Figure 1. Drive-strength map.
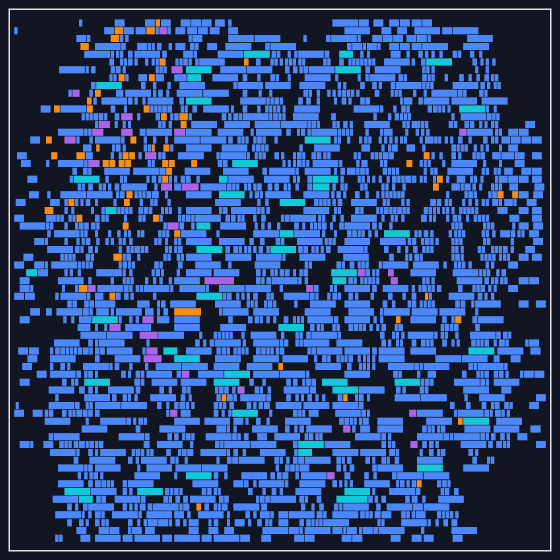
Figure 2. Routing congestion map.
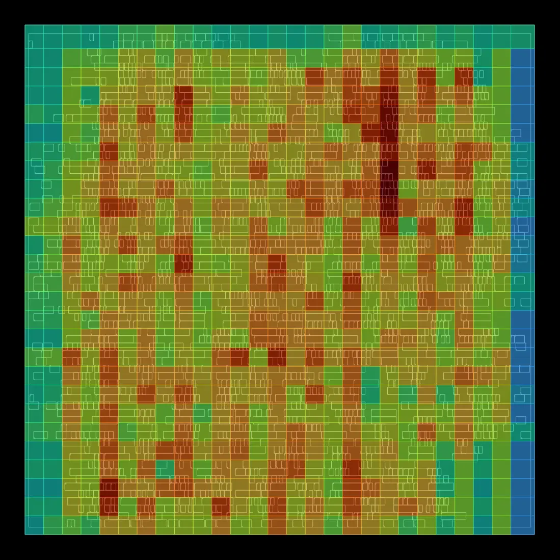
Figure 3. Routed clock nets over the placement.
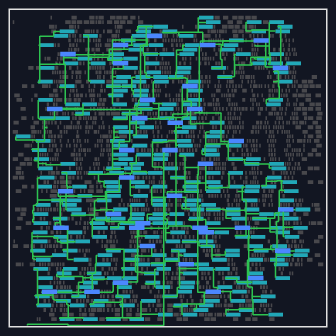
Figure 4. Logic cells by family.
The bar under the picture is 50 µm long.
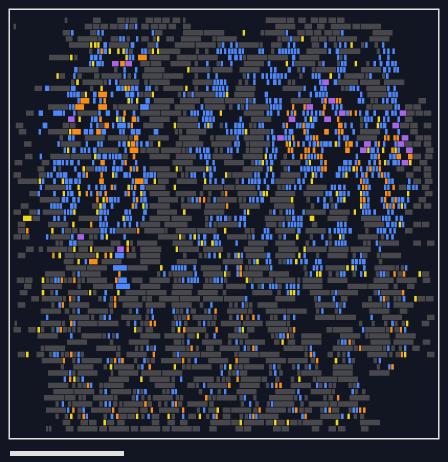
Figure 5. The metal 3 layer.
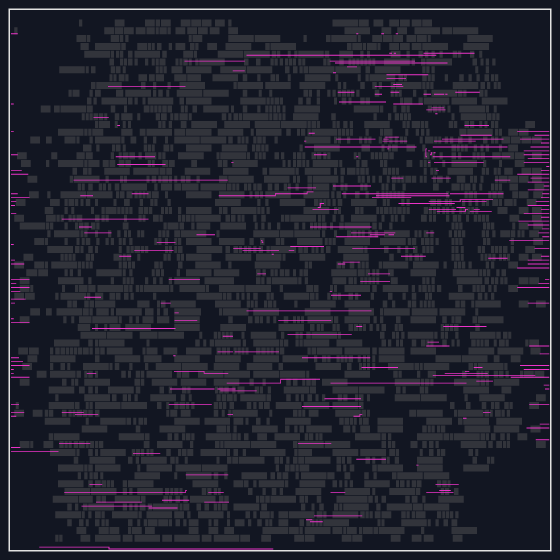
## src/rtl/if_fetch_queue_if.sv

```systemverilog
// if_fetch_queue_if: instruction-memory, redirect and decode-side handshake bundle
interface if_fetch_queue_if #(parameter int IM_AW = 10);
    logic             im_req;
    logic [IM_AW-1:0] im_addr;
    logic [31:0]      im_dout;
    logic             redirect;
    logic [31:0]      redirect_pc;
    logic             out_valid;
    logic             out_ready;
    logic [31:0]      out_inst;
    logic [31:0]      out_pc;
    logic [31:0]      out_pc4;
    modport master (
        output im_req, im_addr, out_valid, out_inst, out_pc, out_pc4,
        input  im_dout, redirect, redirect_pc, out_ready
    );
    modport slave (
        input  im_req, im_addr, out_valid, out_inst, out_pc, out_pc4,
        output im_dout, redirect, redirect_pc, out_ready
    );
endinterface

```

## src/rtl/if_fetch_queue.sv

```systemverilog
// if_fetch_queue: fetch PC owner, IM requester and PC-tagged instruction FIFO for decode
module if_fetch_queue #(
    parameter int          DEPTH    = 4,
    parameter logic [31:0] RESET_PC = 32'h0,
    parameter int          IM_AW    = 10
) (
    input logic clk,
    input logic rst,
    if_fetch_queue_if.master bus
);
    localparam int PW = $clog2(DEPTH);
    typedef enum logic {RUN, STALL} state_t;
    state_t      state, state_nx;
    logic [31:0] fetch_pc, tag_pc, tgt;
    logic        inflight, issue, credit, push, pop;
    logic [PW:0] count;
    logic [PW-1:0] rptr, wptr;
    logic [31:0] inst_q [DEPTH];
    logic [31:0] pc_q [DEPTH];
    assign tgt    = {bus.redirect_pc[31:2], 2'b00};
    // a response already in flight will need a slot next cycle
    assign credit = int'(count) + int'(inflight) < DEPTH;
    assign push   = inflight & ~bus.redirect;
    assign pop    = bus.out_valid & bus.out_ready;
    always_comb begin
        issue    = bus.redirect | (state == RUN & credit);
        state_nx = (bus.redirect | credit) ? RUN : STALL;
    end
    assign bus.im_req    = issue & ~rst;
    assign bus.im_addr   = bus.redirect ? tgt[IM_AW-1:0] : fetch_pc[IM_AW-1:0];
    assign bus.out_valid = count != '0;
    assign bus.out_inst  = inst_q[rptr];
    assign bus.out_pc    = pc_q[rptr];
    assign bus.out_pc4   = pc_q[rptr] + 32'd4;
    always_ff @(posedge clk or posedge rst) begin
        if (rst) begin
            state    <= RUN;
            fetch_pc <= RESET_PC;
            tag_pc   <= '0;
            inflight <= 1'b0;
            count    <= '0;
            rptr     <= '0;
            wptr     <= '0;
            for (int i = 0; i < DEPTH; i++) begin
                inst_q[i] <= '0;
                pc_q[i]   <= '0;
            end
        end else begin
            state    <= state_nx;
            inflight <= issue;
            tag_pc   <= bus.redirect ? tgt : fetch_pc;
            fetch_pc <= bus.redirect ? tgt + 32'd4 : issue ? fetch_pc + 32'd4 : fetch_pc;
            if (push) begin
                inst_q[wptr] <= bus.im_dout;
                pc_q[wptr]   <= tag_pc;
            end
            rptr  <= bus.redirect ? '0 : rptr + PW'(pop);
            wptr  <= bus.redirect ? '0 : wptr + PW'(push);
            count <= bus.redirect ? '0 : count + (PW+1)'(push) - (PW+1)'(pop);
        end
    end
endmodule

```

## src/flat_wrapper.sv

```systemverilog
// flat-port wrapper written by rule: the top's interface ports become plain ports
module if_fetch_queue_flat 
#(
    parameter int          DEPTH    = 4,
    parameter logic [31:0] RESET_PC = 32'h0,
    parameter int          IM_AW    = 10
)
  (clk, rst, bus_im_req, bus_im_addr, bus_out_valid, bus_out_inst, bus_out_pc, bus_out_pc4, bus_im_dout, bus_redirect, bus_redirect_pc, bus_out_ready);
  if_fetch_queue_if #(.IM_AW(IM_AW)) bus_i ();
  input logic clk;
  input logic rst;
  output wire logic [$bits(bus_i.im_req)-1:0] bus_im_req;
  output wire logic [$bits(bus_i.im_addr)-1:0] bus_im_addr;
  output wire logic [$bits(bus_i.out_valid)-1:0] bus_out_valid;
  output wire logic [$bits(bus_i.out_inst)-1:0] bus_out_inst;
  output wire logic [$bits(bus_i.out_pc)-1:0] bus_out_pc;
  output wire logic [$bits(bus_i.out_pc4)-1:0] bus_out_pc4;
  input wire logic [$bits(bus_i.im_dout)-1:0] bus_im_dout;
  input wire logic [$bits(bus_i.redirect)-1:0] bus_redirect;
  input wire logic [$bits(bus_i.redirect_pc)-1:0] bus_redirect_pc;
  input wire logic [$bits(bus_i.out_ready)-1:0] bus_out_ready;
  assign bus_im_req = bus_i.im_req;
  assign bus_im_addr = bus_i.im_addr;
  assign bus_out_valid = bus_i.out_valid;
  assign bus_out_inst = bus_i.out_inst;
  assign bus_out_pc = bus_i.out_pc;
  assign bus_out_pc4 = bus_i.out_pc4;
  assign bus_i.im_dout = bus_im_dout;
  assign bus_i.redirect = bus_redirect;
  assign bus_i.redirect_pc = bus_redirect_pc;
  assign bus_i.out_ready = bus_out_ready;
  if_fetch_queue #(.DEPTH(DEPTH), .RESET_PC(RESET_PC), .IM_AW(IM_AW)) u_core (.clk(clk), .rst(rst), .bus(bus_i));
endmodule
```

## config.mk

```make
export PLATFORM = sky130hd
export DESIGN_NAME = if_fetch_queue_flat
export DESIGN_NICKNAME = d
export VERILOG_FILES = /design/src/rtl/if_fetch_queue_if.sv /design/src/rtl/if_fetch_queue.sv /design/src/flat_wrapper.sv
export SDC_FILE = /design/constraint.sdc
export NUM_CORES = 1
export LEC_CHECK = 0
export ABC_AREA = 1
export ABC_CLOCK_PERIOD_IN_PS = 30000
export CORE_UTILIZATION = 46
export DETAILED_ROUTE_END_ITERATION = 8
export MAX_ROUTING_LAYER = met4
export PLACE_DENSITY_LB_ADDON = 0.2
export SKIP_LAST_GASP = 1
export SLEW_MARGIN = 20
export SYNTH_ARGS = -nofsm -noshare
export SYNTH_HDL_FRONTEND = slang
export SYNTH_SLANG_ARGS = --single-unit
export TNS_END_PERCENT = 1
```

## constraint.sdc

```tcl
create_clock -name clk -period 30 [get_ports clk]
set_input_delay 7.5 -clock clk [delete_from_list [all_inputs] [get_ports clk]]
set_output_delay 7.5 -clock clk [all_outputs]
set_load 0.01 [all_outputs]
```

==> results_slide.txt <==
Synthesis and Place & Route Summary

Worst setup path
  – Worst r2r path cells: 4
  – Crit Path Category: in -> out
  – Worst-path maximum fanout: 49
  – Startpoint types: input port
  – Critical Path AT: 10.11 ns
  – Crit. End Element: primary output
  – CP required: 22.50 ns

Finish
  – Ant. Diodes: 0
  – Layout cell share with drive strength beyond 1: 6.429%
  – Comb area: 6855 µm²
  – Register area: 7938 µm²
  – Nets: 2291
  – Fillers: 3142

Yosys
  – Syn avg cell area: 7.560 µm²
  – Seq share, synth: 49.78%
  – Cells in synth_stat.txt: 2108
  – Synth Warn #: 0
  – Top cells, area: dfrtp_1, nand2_1, o21ai_0
  – YS chip area: 15940 µm²
  – Most numerous cell in the Yosys netlist: nand2_1
  – Cell Area, Synth: 15940 µm²
  – Flip-flops with a built-in enable: 0
  – Post-synthesis cell type count: 35
  – Async S/R FF share, synth: 100.0%
  – Cell type with the largest total area: dfrtp_1
  – Max-area cell share: 49.78%
  – Synth cell count leaders: nand2_1, o21ai_0, dfrtp_1
  – Gate Count Post-Synth: 2108
  – Yosys reg bits: 317
  – Main flop type after synthesis: dfrtp_1

Final timing
  – Crit path time final: 17.61 ns
  – Fin. max-slew vios: 0
  – # setup viols final: 0
  – Worst Max-Slew Pin Slew: 1.021 ns
  – Final period util: 58.71%
  – Fin. Hold Viols: 0
  – FMAX: 56.78 MHz
  – RSZ-0062 raised after global routing: false
  – TNS Setup: 0 ns
  – Rel. slew slack: 31.95%

Clock network
  – H-tree depth: 2
  – Sink Count: 317
  – # hold bufs at CTS: 0
  – Post-CTS Setup Inserts: 0
  – Clk slew on worst S/H paths: 0.06 ns
  – CTS buffer count: 36
  – Root Driver: clkbuf_16
  – TritonCTS clock tree: done
  – Max clock buf depth: 3
  – Post-CTS Resized: 0

Floorplanning
  – I/O pin count: 176
  – Die ar.: 35390 µm²
  – Core ar.: 33780 µm²
  – Die X: 188.1 µm
  – Die span in y: 188.1 µm
  – Num rows: 67
  – Starting Density: 47.17%

Routing
  – Antenna viol nets, final: 0
  – Drt pass-1 iters: 5
  – DR vias: 13961
  – Initial DRC Count: 1185
  – Vias per Instance: 5.194
  – DR WL/cell: 15.39 µm
  – Drt drc: 0
  – Post-Route WL: 41.38 mm

Placement
  – Input/output buffers: 167
  – Final HPWL DP: 26.28 mm
  – Placer Congestion: 0.8872
  – Area of placed instances: 17740 µm²

Global routing
  – Grt total ovfl: 0
  – Antenna violations before repair: 0
  – Vias in the first global route: 13239
  – Total GRT Usage: 24.53%
  – Largest net degree at the start of global routing: 102
  – First-pass GRT wire length: 68.16 mm

Worst hold path
  – HP Class: reg -> reg
  – Hold Path Cell Cnt: 2

Pwr
  – Max IR drop VDD: 0.05650 mV
  – Power Density: 106.3 nW/µm²
  – Lkg Pwr: 9.069 nW

Run
  – Tool Warnings: 32
  – Max Cap Viol: 0

Outcome
  – Status: finished clean
Back to the opening pictures, Figure 1:
size	colour	cells
x2	orange	62
x3 and x4	purple	33
x1 and smaller	blue	2096
x6 and larger	cyan	49
area delta synth->final: 18.52%
setup ws final: 12.39 ns
post-route cell area: 18890 µm²
Non-Clock Buffer Count: 181

Back to the opening pictures, Figure 2:
grt peak-use layer: met2
met1 Use GR: 33.37%

Back to the opening pictures, Figure 3:
[flip-flops] cyan | count: 317
[clock wires] green | length: 3830 µm
[clock-net drivers] blue | count: 36
flops lie	spread over the die
clk ins delay skew pair: 0.51 ns
clock power share: 20.9%
Clk power: 0.421 mW
Worst Skew: 0.01097 ns

Back to the opening pictures, Figure 4:
family	colour	cells
nand cells	blue	903
xor and xnor cells	purple	20
nor cells	orange	186
inv cells	yellow	162
Commonest Layout Cell: nand2_1
Comb area share: 36.29%
final instance count without filler cells: 2688

Back to the opening pictures, Figure 5:
share of all routed wire	5.6%
nets with wire on the layer	170
main direction	horizontal
longest straight run	65.8 µm

power breakdown:
group	switching [mW]	internal (mW)
registers	0.101	0.598
clock network	0.171	0.250
logic	0.525	0.364
worst paths after layout:
check	startpoint	end	slack (ns)
min	u_core.inst_q[68]	u_core.inst_q[68]	0.48
min in group asynchronous	rst	u_core.state	7.49
max in group asynchronous	rst	u_core.inst_q[117]	20.35
min reg2reg	u_core.inst_q[68]	u_core.inst_q[68]	0.48
max reg2reg	u_core.rptr[0]	u_core.rptr[0]	27.70
max	bus_redirect	bus_im_req	12.39
cell families (layout without fill, tap and decap cells):
logic type	after synthesis	in the layout	synth area share [%]
buffers and inverters	279	406	7.600
AND/OR/NAND/NOR	1097	1097	28.10
XOR/XNOR	20	20	1.099
flip-flops	317	317	49.78
other	1	6	0.02353
adder cells (fa/ha/maj)	8	8	0.6752
AND-OR/OR-AND	386	386	12.73
layout make-up:
cell class                 count  area share [%]
clock buffer                  50           5.472
inverter                     162           3.272
timing repair buffer         181           9.400
multi-input combinational   1517           36.29
tap                          448           2.968
sequential                   317           42.02
clock inverter                13          0.5697
worst max-delay path, stage by stage:
cell and delay (ns):
buf_2 0.07, buf_4 0.48, inv_1 0.08, buf_4 0.24, o21ai_2 0.08, buf_4 0.38
inv_1 0.49, nor2_1 0.21, clkdlybuf4s50_1 0.56
layout by cell type, fill, tap and decap left out, types with 7 or more instances in the layout:
master / count
clkdlybuf4s50_1: 166
nor2_4: 9
nor2_1: 163
clkbuf_16: 36
xor2_1: 18
nand2_1: 755
o21ai_0: 329
buf_4: 13
nand3_1: 112
nand2_2: 20
o21ai_2: 9
clkbuf_8: 8
dfrtp_1: 315
nand4_1: 9
o22ai_1: 32
inv_1: 157
clkinv_2: 9
ha_1: 7
nor2_2: 14
through the flow:
stage	worst slack [ns]	instances	total power, mW	utilization [%]	hold slack, ns
2_1_floorplan	13.73	2113	1.209	-	0.4438
3_3_place_gp	12.35	2625	1.569	52.52	0.4605
3_5_place_dp	12.37	2625	1.592	52.52	0.4658
4_1_cts	12.35	2688	2.021	55.90	0.4814
5_1_grt	12.10	2688	2.156	55.91	0.4941
6_report	12.39	2688	2.008	55.91	0.4788
sequential cells by signal, summed over array words and instances, names as in the netlist:
register,cells
u_core.state,1
u_core.count,3
u_core.pc_q,120
u_core.rptr,2
u_core.tag_pc,30
u_core.inflight,1
u_core.wptr,2
u_core.fetch_pc,30
u_core.inst_q,128
layer usage:
layer | vias to the layer above | GRT usage [%] | routed length, µm
met3 | 56 | 3.088 | 2314
li1 | 6894 | - | -
met1 | 6597 | 33.37 | 19000
met2 | 414 | 38.89 | 19220
met5 | - | - | 0
met4 | 0 | 6.223 | 847
Power is estimated from default activity; no workload was simulated.
